### Wires at chosen ports, followed through buffers

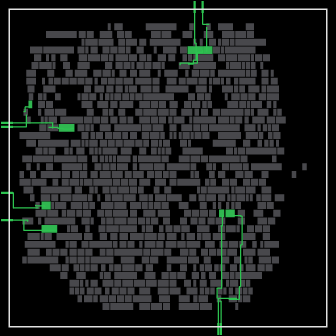
### Placed standard cells

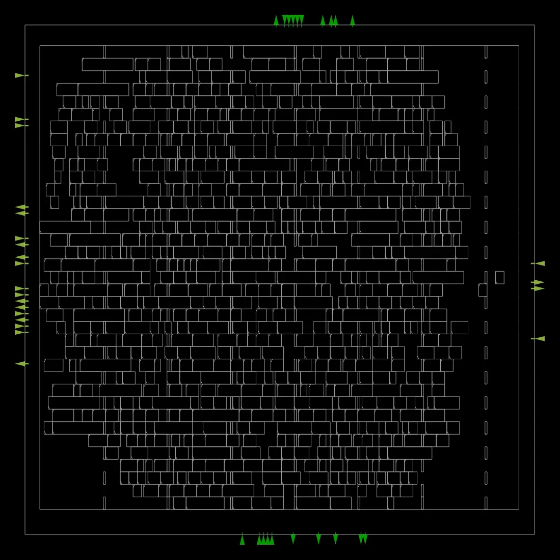
$ cat src/rtl/chiplet_types_pkg.sv
// chiplet_types_pkg
// Shared types and helpers for the chiplet switch pipeline.
//   outport_t : index of a switch output port (default four-port switch)
//   PORT_IDLE / PORT_LOCKED : per-outport wormhole state encodings
//   rr_next   : wrapped increment used for round-robin pointers
package chiplet_types_pkg;

   localparam int DEF_NUM_OUTPORTS = 4;
   localparam int DEF_OSEL_W       = $clog2(DEF_NUM_OUTPORTS);

   typedef logic [DEF_OSEL_W-1:0] outport_t;

   localparam logic [0:0] PORT_IDLE   = 1'b0;
   localparam logic [0:0] PORT_LOCKED = 1'b1;

   // Returns ptr+1, wrapping to 0 once it would reach n.
   function automatic int unsigned rr_next(input int unsigned ptr, input int unsigned n);
      if (ptr + 1 >= n) return 0;
      return ptr + 1;
   endfunction

endpackage

$ cat src/rtl/rr_arbiter.sv
// rr_arbiter
// Combinational round-robin arbiter: picks the first asserted request
// scanning upward from the priority pointer, wrapping modulo NUM_BUFFERS.
//   req       in  [NUM_BUFFERS]  request vector
//   ptr       in  [SEL_W]        highest-priority requester index
//   gnt       out [NUM_BUFFERS]  one-hot grant (all zero when no request)
//   idx       out [SEL_W]        encoded index of the granted requester
//   any_grant out 1              some request was granted
module rr_arbiter #(
   parameter int NUM_BUFFERS = 4,
   localparam int SEL_W = $clog2(NUM_BUFFERS)
) (
   input  logic [NUM_BUFFERS-1:0] req,
   input  logic [SEL_W-1:0]       ptr,
   output logic [NUM_BUFFERS-1:0] gnt,
   output logic [SEL_W-1:0]       idx,
   output logic                   any_grant
);

   always_comb begin
      logic [SEL_W-1:0] cand;
      gnt       = '0;
      idx       = '0;
      any_grant = 1'b0;
      cand      = '0;
      for (int i = 0; i < NUM_BUFFERS; i++) begin
         cand = SEL_W'((int'(ptr) + i) % NUM_BUFFERS);
         if (!any_grant && req[cand]) begin
            any_grant = 1'b1;
            idx       = cand;
            gnt[cand] = 1'b1;
         end
      end
   end

endmodule

$ cat src/rtl/switch_allocator.sv
// switch_allocator
// Arbitrates each switch output port among the input buffers that route to
// it. Round-robin among single flits and packet heads; once a head wins, the
// port stays bound to that buffer (wormhole lock) until its tail transfers.
//   clk, rst     clock and synchronous active-high reset
//   req_valid    [NUM_BUFFERS]          buffer head holds a routed flit
//   req_outport  [NUM_BUFFERS][OSEL_W]  target port of each head flit
//   req_tail     [NUM_BUFFERS]          head flit is the packet tail
//   out_ready    [NUM_OUTPORTS]         downstream port has a credit
//   grant        [NUM_BUFFERS]          pop this buffer's head flit
//   out_valid    [NUM_OUTPORTS]         port carries a flit this cycle
//   out_sel      [NUM_OUTPORTS][SEL_W]  crossbar select (driving buffer)
//   port_locked  [NUM_OUTPORTS]         port is mid-packet
module switch_allocator
   import chiplet_types_pkg::*;
#(
   parameter int NUM_BUFFERS  = 4,
   parameter int NUM_OUTPORTS = 4,
   localparam int SEL_W  = $clog2(NUM_BUFFERS),
   localparam int OSEL_W = $clog2(NUM_OUTPORTS)
) (
   input  logic                                 clk,
   input  logic                                 rst,
   input  logic [NUM_BUFFERS-1:0]               req_valid,
   input  logic [NUM_BUFFERS-1:0][OSEL_W-1:0]   req_outport,
   input  logic [NUM_BUFFERS-1:0]               req_tail,
   input  logic [NUM_OUTPORTS-1:0]              out_ready,
   output logic [NUM_BUFFERS-1:0]               grant,
   output logic [NUM_OUTPORTS-1:0]              out_valid,
   output logic [NUM_OUTPORTS-1:0][SEL_W-1:0]   out_sel,
   output logic [NUM_OUTPORTS-1:0]              port_locked
);

   logic [NUM_OUTPORTS-1:0] lock_valid;
   logic [SEL_W-1:0]        lock_owner [NUM_OUTPORTS];
   logic [SEL_W-1:0]        rr_ptr     [NUM_OUTPORTS];

   logic [NUM_BUFFERS-1:0]  arb_req    [NUM_OUTPORTS];
   logic [NUM_BUFFERS-1:0]  arb_gnt    [NUM_OUTPORTS];
   logic [SEL_W-1:0]        arb_idx    [NUM_OUTPORTS];
   logic [NUM_OUTPORTS-1:0] arb_any;

   // Candidate vector per port: buffers whose head flit targets that port.
   always_comb begin
      for (int p = 0; p < NUM_OUTPORTS; p++) begin
         for (int b = 0; b < NUM_BUFFERS; b++) begin
            arb_req[p][b] = req_valid[b] && (req_outport[b] == OSEL_W'(p));
         end
      end
   end

   for (genvar gp = 0; gp < NUM_OUTPORTS; gp++) begin : g_arb
      rr_arbiter #(.NUM_BUFFERS(NUM_BUFFERS)) u_arb (
         .req       (arb_req[gp]),
         .ptr       (rr_ptr[gp]),
         .gnt       (arb_gnt[gp]),
         .idx       (arb_idx[gp]),
         .any_grant (arb_any[gp])
      );
   end

   // A locked port only serves its owner, and only while the owner still
   // targets it; the arbiter result is used only when the port is idle.
   // out_sel defaults to lock_owner so it never floats when idle.
   always_comb begin
      grant     = '0;
      out_valid = '0;
      for (int p = 0; p < NUM_OUTPORTS; p++) begin
         out_sel[p] = lock_owner[p];
         if (!rst && out_ready[p]) begin
            if (lock_valid[p] == PORT_LOCKED) begin
               if (req_valid[lock_owner[p]] &&
                   (req_outport[lock_owner[p]] == OSEL_W'(p))) begin
                  grant[lock_owner[p]] = 1'b1;
                  out_valid[p]         = 1'b1;
               end
            end else if (arb_any[p]) begin
               grant        = grant | arb_gnt[p];
               out_valid[p] = 1'b1;
               out_sel[p]   = arb_idx[p];
            end
         end
      end
   end

   // State only moves on a transfer: an idle winner advances the pointer and
   // locks on a head, a locked owner's tail releases the port.
   always_ff @(posedge clk) begin
      if (rst) begin
         lock_valid <= '0;
         for (int p = 0; p < NUM_OUTPORTS; p++) begin
            lock_owner[p] <= '0;
            rr_ptr[p]     <= '0;
         end
      end else begin
         for (int p = 0; p < NUM_OUTPORTS; p++) begin
            if (out_valid[p]) begin
               if (lock_valid[p] == PORT_LOCKED) begin
                  if (req_tail[lock_owner[p]]) lock_valid[p] <= PORT_IDLE;
               end else begin
                  rr_ptr[p] <= SEL_W'(rr_next(32'(arb_idx[p]), NUM_BUFFERS));
                  if (!req_tail[arb_idx[p]]) begin
                     lock_valid[p] <= PORT_LOCKED;
                     lock_owner[p] <= arb_idx[p];
                  end
               end
            end
         end
      end
   end

   assign port_locked = lock_valid;

endmodule

$ cat config.mk
export PLATFORM = sky130hd
export DESIGN_NAME = switch_allocator
export DESIGN_NICKNAME = d
export VERILOG_FILES = /design/src/rtl/chiplet_types_pkg.sv /design/src/rtl/rr_arbiter.sv /design/src/rtl/switch_allocator.sv
export SDC_FILE = /design/constraint.sdc
export NUM_CORES = 1
export LEC_CHECK = 0
export CORE_MARGIN = 3
export CORE_UTILIZATION = 35
export DETAILED_ROUTE_END_ITERATION = 7
export PLACE_DENSITY_LB_ADDON = 0.2
export SETUP_SLACK_MARGIN = 0.15
export SYNTH_ARGS = -nofsm -noshare
export SYNTH_HDL_FRONTEND = slang
export SYNTH_SLANG_ARGS = --single-unit
$ cat constraint.sdc
create_clock -name clk -period 3.25 [get_ports clk]
set_input_delay 0.65 -clock clk [delete_from_list [all_inputs] [get_ports clk]]
set_output_delay 0.65 -clock clk [all_outputs]
set_load 0.005 [all_outputs]
==> results.tsv <==
stage	metric	value	unit
outcome	status	finished with violations	
outcome	failing checks	negative setup slack	
yosys	top post-synthesis cells by count	nand2_1, o21ai_0, nor2_1	
global_routing	met1 global-route usage	0.328	
finish	ANT cells	0	
setup_path	Worst Setup EP	out_sel[0]	
clock_network	clock sink count	20	
yosys	Netlist cell types	70	
worst_hold_path	WHS Endpoint	port_locked[0]	
yosys	post-synthesis sequential area ratio	0.146	
sta	Final Setup Violations	10	
drt	met3 wire len	1130	um
clock_network	hold_buf cts	0	
setup_path	Slowest-stage cell, CP	mux4_2	
finish	Inverters	24	
power_and_ir_drop	LEAKAGE	2.93	nW
place	Final HPWL DP	11500	um
yosys	Logic family by area	AND-OR/OR-AND gates	
floorplan	die area	0.0122	mm^2
sta	Slew Limit Fails	0	
setup_path	reg-to-reg endpoint	lock_owner[0][0]	
power_and_ir_drop	pwr dens	300	mW/mm^2
worst_hold_path	HP Start	port_locked[0]	
setup_path	crit path launch	req_outport[1]	
power_and_ir_drop	Sequential Power	0.339	mW
finish	P&R area growth vs syn	74.1	%
power_and_ir_drop	Comb pwr share	0.695	
setup_path	flop-to-flop setup slack	0.20	ns
yosys	Yosys Warn Count	0	
floorplan	fp util	0.366	
drt	DR WL/cell	19.1	um
yosys	Mux cell area share	0.148	
drt	via count	5308	
global_routing	grt peak-use layer	met2	
floorplan	Placeable Area	0.0105	mm^2
drt	TritonRoute pass-1 iters	5	
yosys	Post-Syn Nets	541	
run	count of tool warnings	44	
sta	setup ws final	-0.520	ns
sta	final setup TNS	-3.45	ns
setup_path	reg2reg path depth	14	
drt	Final ANT Viol Nets	0	
drt	drt via density	6.05	
drt	uppermost layer routed	met4	
setup_path	largest stage delay on the critical path	0.51	ns
clock_network	Root Buffer	clkbuf_8	
clock_network	Latency at later pin	0.27	ns
yosys	Cells after Synth	496	
finish	Layout Nets	788	
About 'Wires at chosen ports, followed through buffers':
Key: green = `out_sel` [bits 8, direction output, end cells 8, buffers 8, wire 223 um]
I/O Buffers: 41
# IOs: 42

About 'Placed standard cells':
# rows: 37
final cell utilization of the core: 0.637
Flops: 20
Layout fillers: 876
n_taps: 136

Power is estimated from default activity; no workload was simulated.
